===== config.mk =====
export PLATFORM = sky130hd
export DESIGN_NAME = uart_rx
export DESIGN_NICKNAME = d
export VERILOG_FILES = /design/src/rtl/uart_rx.sv
export SDC_FILE = /design/constraint.sdc
export NUM_CORES = 1
export LEC_CHECK = 0
export CAP_MARGIN = 20
export CORE_MARGIN = 5
export CORE_UTILIZATION = 58
export DETAILED_ROUTE_END_ITERATION = 8
export PLACE_DENSITY = 0.82
export SLEW_MARGIN = 20
export SYNTH_ARGS = -nofsm -noshare
export SYNTH_HDL_FRONTEND = slang
export SYNTH_SLANG_ARGS = --single-unit
export TNS_END_PERCENT = 30

===== constraint.sdc =====
create_clock -name clk -period 4 [get_ports clk]
set_input_delay 0.8 -clock clk [delete_from_list [all_inputs] [get_ports clk]]
set_output_delay 0.8 -clock clk [all_outputs]
set_load 0.01 [all_outputs]

===== src/rtl/uart_rx.sv =====
// uart_rx: 8x-oversampled UART receiver with 2-flop input synchroniser and
// 3-sample majority vote per bit. Optional parity checking is built when
// UART_RX_PARITY_EN is defined (adds PARITY_ODD and rx_parity_err).
module uart_rx #(
    parameter int DATA_BITS  = 8,
    parameter int OVERSAMPLE = 8
`ifdef UART_RX_PARITY_EN
    ,
    parameter bit PARITY_ODD = 1'b0
`endif
) (
    input  logic                 clk,
    input  logic                 rst_n,
    input  logic                 rx_bd_en,
    input  logic                 rxd,
    output logic [DATA_BITS-1:0] rx_data,
    output logic                 rx_valid,
    output logic                 rx_frame_err,
`ifdef UART_RX_PARITY_EN
    output logic                 rx_parity_err,
`endif
    output logic                 rx_busy
);

    localparam int TW = (OVERSAMPLE > 1) ? $clog2(OVERSAMPLE) : 1;
    localparam int BW = (DATA_BITS > 1) ? $clog2(DATA_BITS) : 1;

    localparam logic [TW-1:0] T_VLO  = TW'(OVERSAMPLE / 2 - 1);
    localparam logic [TW-1:0] T_VHI  = TW'(OVERSAMPLE / 2 + 1);
    localparam logic [TW-1:0] T_LAST = TW'(OVERSAMPLE - 1);
    localparam logic [BW-1:0] B_LAST = BW'(DATA_BITS - 1);

    typedef enum logic [2:0] {
        S_IDLE,
        S_START,
        S_DATA,
`ifdef UART_RX_PARITY_EN
        S_PARITY,
`endif
        S_STOP,
        S_BREAK
    } state_t;

    state_t                 state, state_nxt;
    logic                   rxd_m, rxd_s;
    logic [TW-1:0]          tcnt, tcnt_nxt, tcnt_inc;
    logic [BW-1:0]          bcnt, bcnt_nxt;
    logic [1:0]             vote_q;       // first two samples of the window
    logic                   vote_maj;
    logic                   in_win, vote_pt;
    logic [DATA_BITS-1:0]   shreg;
    logic                   shift_en, load_en, ferr_set;
`ifdef UART_RX_PARITY_EN
    logic                   pchk_en, perr_set, par_lat;
`endif

    // The third vote sample is the live synchronised line at the vote tick.
    assign vote_maj = (vote_q[1] & vote_q[0]) | (vote_q[1] & rxd_s) | (vote_q[0] & rxd_s);
    assign in_win   = (tcnt >= T_VLO) && (tcnt <= T_VHI);
    assign vote_pt  = (tcnt == T_VHI);
    assign tcnt_inc = (tcnt == T_LAST) ? '0 : tcnt + 1'b1;
    assign rx_busy  = (state != S_IDLE);

    // State register.
    always_ff @(posedge clk) begin
        if (!rst_n) state <= S_IDLE;
        else        state <= state_nxt;
    end

    // Next-state, counter next values and one-tick action strobes.
    always_comb begin
        state_nxt = state;
        tcnt_nxt  = tcnt;
        bcnt_nxt  = bcnt;
        shift_en  = 1'b0;
        load_en   = 1'b0;
        ferr_set  = 1'b0;
`ifdef UART_RX_PARITY_EN
        pchk_en   = 1'b0;
        perr_set  = 1'b0;
`endif
        if (rx_bd_en) begin
            case (state)
                S_IDLE: begin
                    if (!rxd_s) begin
                        tcnt_nxt  = '0;
                        state_nxt = S_START;
                    end
                end
                S_START: begin
                    tcnt_nxt = tcnt_inc;
                    if (vote_pt && vote_maj) begin
                        // Start bit did not hold: treat as a glitch.
                        tcnt_nxt  = '0;
                        state_nxt = S_IDLE;
                    end else if (tcnt == T_LAST) begin
                        bcnt_nxt  = '0;
                        state_nxt = S_DATA;
                    end
                end
                S_DATA: begin
                    tcnt_nxt = tcnt_inc;
                    if (vote_pt) shift_en = 1'b1;
                    if (tcnt == T_LAST) begin
                        if (bcnt == B_LAST) begin
                            bcnt_nxt  = '0;
`ifdef UART_RX_PARITY_EN
                            state_nxt = S_PARITY;
`else
                            state_nxt = S_STOP;
`endif
                        end else begin
                            bcnt_nxt = bcnt + 1'b1;
                        end
                    end
                end
`ifdef UART_RX_PARITY_EN
                S_PARITY: begin
                    tcnt_nxt = tcnt_inc;
                    if (vote_pt) pchk_en = 1'b1;
                    if (tcnt == T_LAST) state_nxt = S_STOP;
                end
`endif
                S_STOP: begin
                    tcnt_nxt = tcnt_inc;
                    // Decide at the vote point so a following start bit is not missed.
                    if (vote_pt) begin
                        tcnt_nxt = '0;
                        if (vote_maj) begin
                            state_nxt = S_IDLE;
`ifdef UART_RX_PARITY_EN
                            if (par_lat) perr_set = 1'b1;
                            else         load_en  = 1'b1;
`else
                            load_en = 1'b1;
`endif
                        end else begin
                            ferr_set  = 1'b1;
                            state_nxt = S_BREAK;
                        end
                    end
                end
                S_BREAK: begin
                    if (rxd_s) state_nxt = S_IDLE;
                end
                default: state_nxt = S_IDLE;
            endcase
        end
    end

    // Synchroniser, counters, vote/shift registers and output strobes.
    always_ff @(posedge clk) begin
        if (!rst_n) begin
            rxd_m        <= 1'b1;
            rxd_s        <= 1'b1;
            tcnt         <= '0;
            bcnt         <= '0;
            vote_q       <= '0;
            shreg        <= '0;
            rx_data      <= '0;
            rx_valid     <= 1'b0;
            rx_frame_err <= 1'b0;
        end else begin
            rxd_m        <= rxd;
            rxd_s        <= rxd_m;
            tcnt         <= tcnt_nxt;
            bcnt         <= bcnt_nxt;
            rx_valid     <= load_en;
            rx_frame_err <= ferr_set;
            if (rx_bd_en && state != S_IDLE && state != S_BREAK && in_win)
                vote_q <= {vote_q[0], rxd_s};
            if (shift_en) shreg <= {vote_maj, shreg[DATA_BITS-1:1]};
            if (load_en)  rx_data <= shreg;
        end
    end

`ifdef UART_RX_PARITY_EN
    // Parity mismatch latch, cleared at each new start bit.
    always_ff @(posedge clk) begin
        if (!rst_n) begin
            par_lat       <= 1'b0;
            rx_parity_err <= 1'b0;
        end else begin
            rx_parity_err <= perr_set;
            if (state == S_IDLE && state_nxt == S_START) par_lat <= 1'b0;
            else if (pchk_en) par_lat <= ((^shreg) ^ vote_maj) != PARITY_ODD;
        end
    end
`endif

endmodule

Fig. 1: met1 routing
(6 px per um)
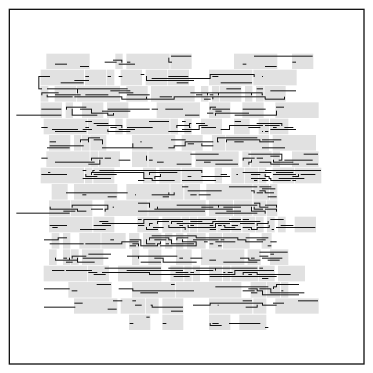
share of all routed wire	44%
wire length on this layer	1150 um
DR vias: 1023
met1 Usage GRT: 21.83%
final WL: 2601 um

Fig. 2: metal 2
(8 px per um)
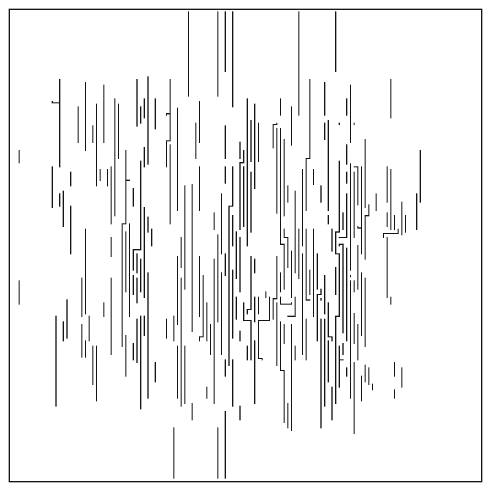
nets with wire on the layer	146
longest straight run	19.9 um
wire length on this layer	1340 um
main direction	vertical
share of all routed wire	51%

Fig. 3: metal 3
(4 px per um)
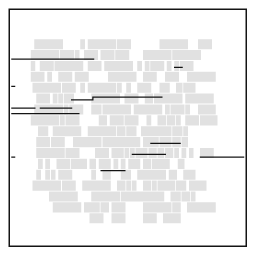
main direction	horizontal
longest straight run	20.5 um
nets with wire on the layer	10
wire length on this layer	110 um
GR Util met3: 7.456%

Fig. 4: routing congestion
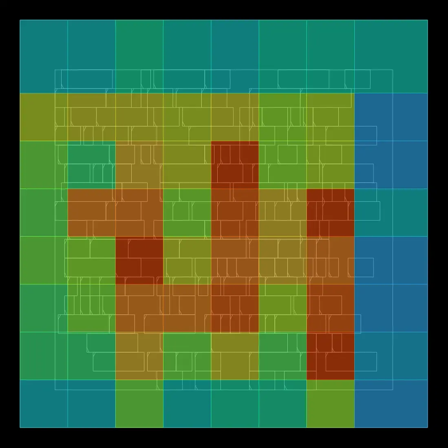
Util after Layout: 71.20%
routed len/inst: 14.29 um
layer with the highest usage: met2
Tot GR Track Use: 17.29%
met2 Use GR: 26.81%

Fig. 5: pin map
(8 px per um) Pins as bars across the die edge, other pins in gray.
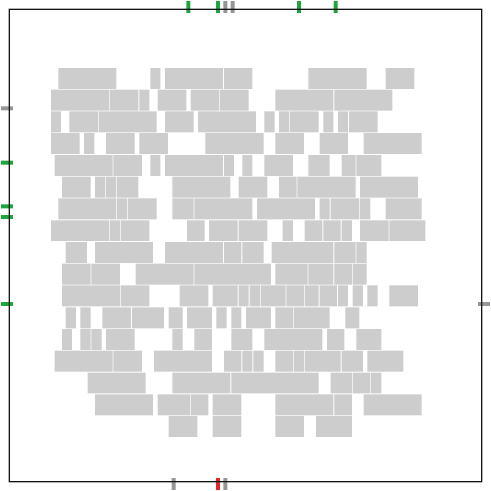
color	port	pins	direction	edge
red	`rst_n`	1	input	south
green	`rx_data`	8	output	4 north, 4 west
all pins by edge	6 north, 5 west, 3 south, 1 east

==> impl_metrics.tcl <==
# metrics dict for downstream scripts
set metrics [dict create \
    vias_per_cell 5.621 \
    setup_ws_ns 1.539 \
    die_w_um 58.87 \
    arrival_ns 1.66 \
    fp_util_pct 61.43 \
    placed_area_sq_um 1534 \
    clk_pin_slew_ns 0.09 \
    r2r_end "state[2]" \
    seq_area_sq_um 620.6 \
    drc 0 \
    drive_gt1_share_pct 7.143 \
    synth_cell_type_count 34 \
    dr.max_layer_used "met3" \
    most-common-layout-cells "dfxtp_1, nor2_1, mux2i_1" \
    num-fill-cells 187 \
    maxCapViolations 0 \
    critPathKind "flop to primary output" \
    final_max_slew_viol_count 0 \
    met2_length_um 1339 \
    antenna_found_initial 0 \
    synthesis.area_sq_um 1385 \
    cts_max_path_buffers 2 \
    dp_cells 175 \
    yosys_area_sq_um 1385 \
    layout.nets 164 \
    setup_viol_count_final 0 \
    hold_depth 1 \
    syn_area_per_cell_sq_um 9.965 \
    grt-ovfl-total 0 \
    cp-end-kind "primary output" \
    warning_count 28 \
    setup-tns-final_ns 0 \
    status "finished clean" \
    logic_area_sq_um 715.7 \
    cts-buffers-inserted 5 \
    lay_top_count "dfxtp_1" \
    power_mw 0.5644 \
    fmax_mhz 406.3 \
    post-place-ws_ns 1.541 \
    cts_setup_buffers 0 \
    worst_slew_pin_slew_ns 0.6682 \
    rsz0062_at_grt "false" \
    holdWs_ns 0.4272 \
    vdd_drop_max_v 0.0003353 \
    p_leak_nw 0.6690 \
    yosys_warnings 0 \
    power_density_nw_per_um2 351.6 \
    max-slew-margin-rel_pct 55.40 \
    r2r_cells 7 \
    grt_first_pass_wirelength_um 4519 \
]
synthesized netlist by cell type (2+ instances only):
| library cell | count | area [sq um] |
|---|---|---|
| a211oi_1 | 2 | 15.01 |
| a21oi_1 | 2 | 10.01 |
| and2_1 | 2 | 12.51 |
| buf_2 | 3 | 15.01 |
| clkbuf_1 | 3 | 11.26 |
| dfxtp_1 | 31 | 620.6 |
| ha_1 | 6 | 75.07 |
| inv_1 | 6 | 22.52 |
| mux2i_1 | 22 | 220.2 |
| nand2_1 | 6 | 22.52 |
| nand2b_1 | 5 | 31.28 |
| nand4b_1 | 2 | 17.52 |
| nor2_1 | 24 | 90.09 |
| nor4b_1 | 2 | 17.52 |
| o21ai_0 | 2 | 10.01 |
| o22ai_1 | 2 | 12.51 |
| or3_1 | 2 | 12.51 |
kinds of logic after synthesis:
kind of cell / count (synthesis) / share of synthesized area (%)
compound gates: 13 / 8.763
xor+xnor: 1 / 0.6325
fa+ha+maj: 7 / 6.233
buf+inv: 12 / 3.523
flops: 31 / 44.81
mux: 23 / 16.71
simple gates: 52 / 19.33
layout make-up:
type,count,area share [%]
multi-input combinational,96,44.58
sequential,31,38.66
timing repair buffer,14,8.730
clock buffer,6,2.572
tap,28,2.182
clock inverter,1,1.871
inverter,6,1.403
where the power goes:
group	total, mW	switching (mW)	internal [mW]
Clock	0.224	0.0951	0.129
Combinational	0.0264	0.0155	0.0109
Sequential	0.314	0.00365	0.310
critical path, stage by stage (launching register included):
cell	delay (ns)
dfxtp_1	0.44
or3_1	0.41
clkdlybuf4s50_1	0.49
routing by layer:
layer	global-route usage [%]	up-vias
met5	0	-
met4	4.854	0
met2	26.81	19
li1	-	511
met1	21.83	493
met3	7.456	0
Power is estimated from default activity; no workload was simulated.
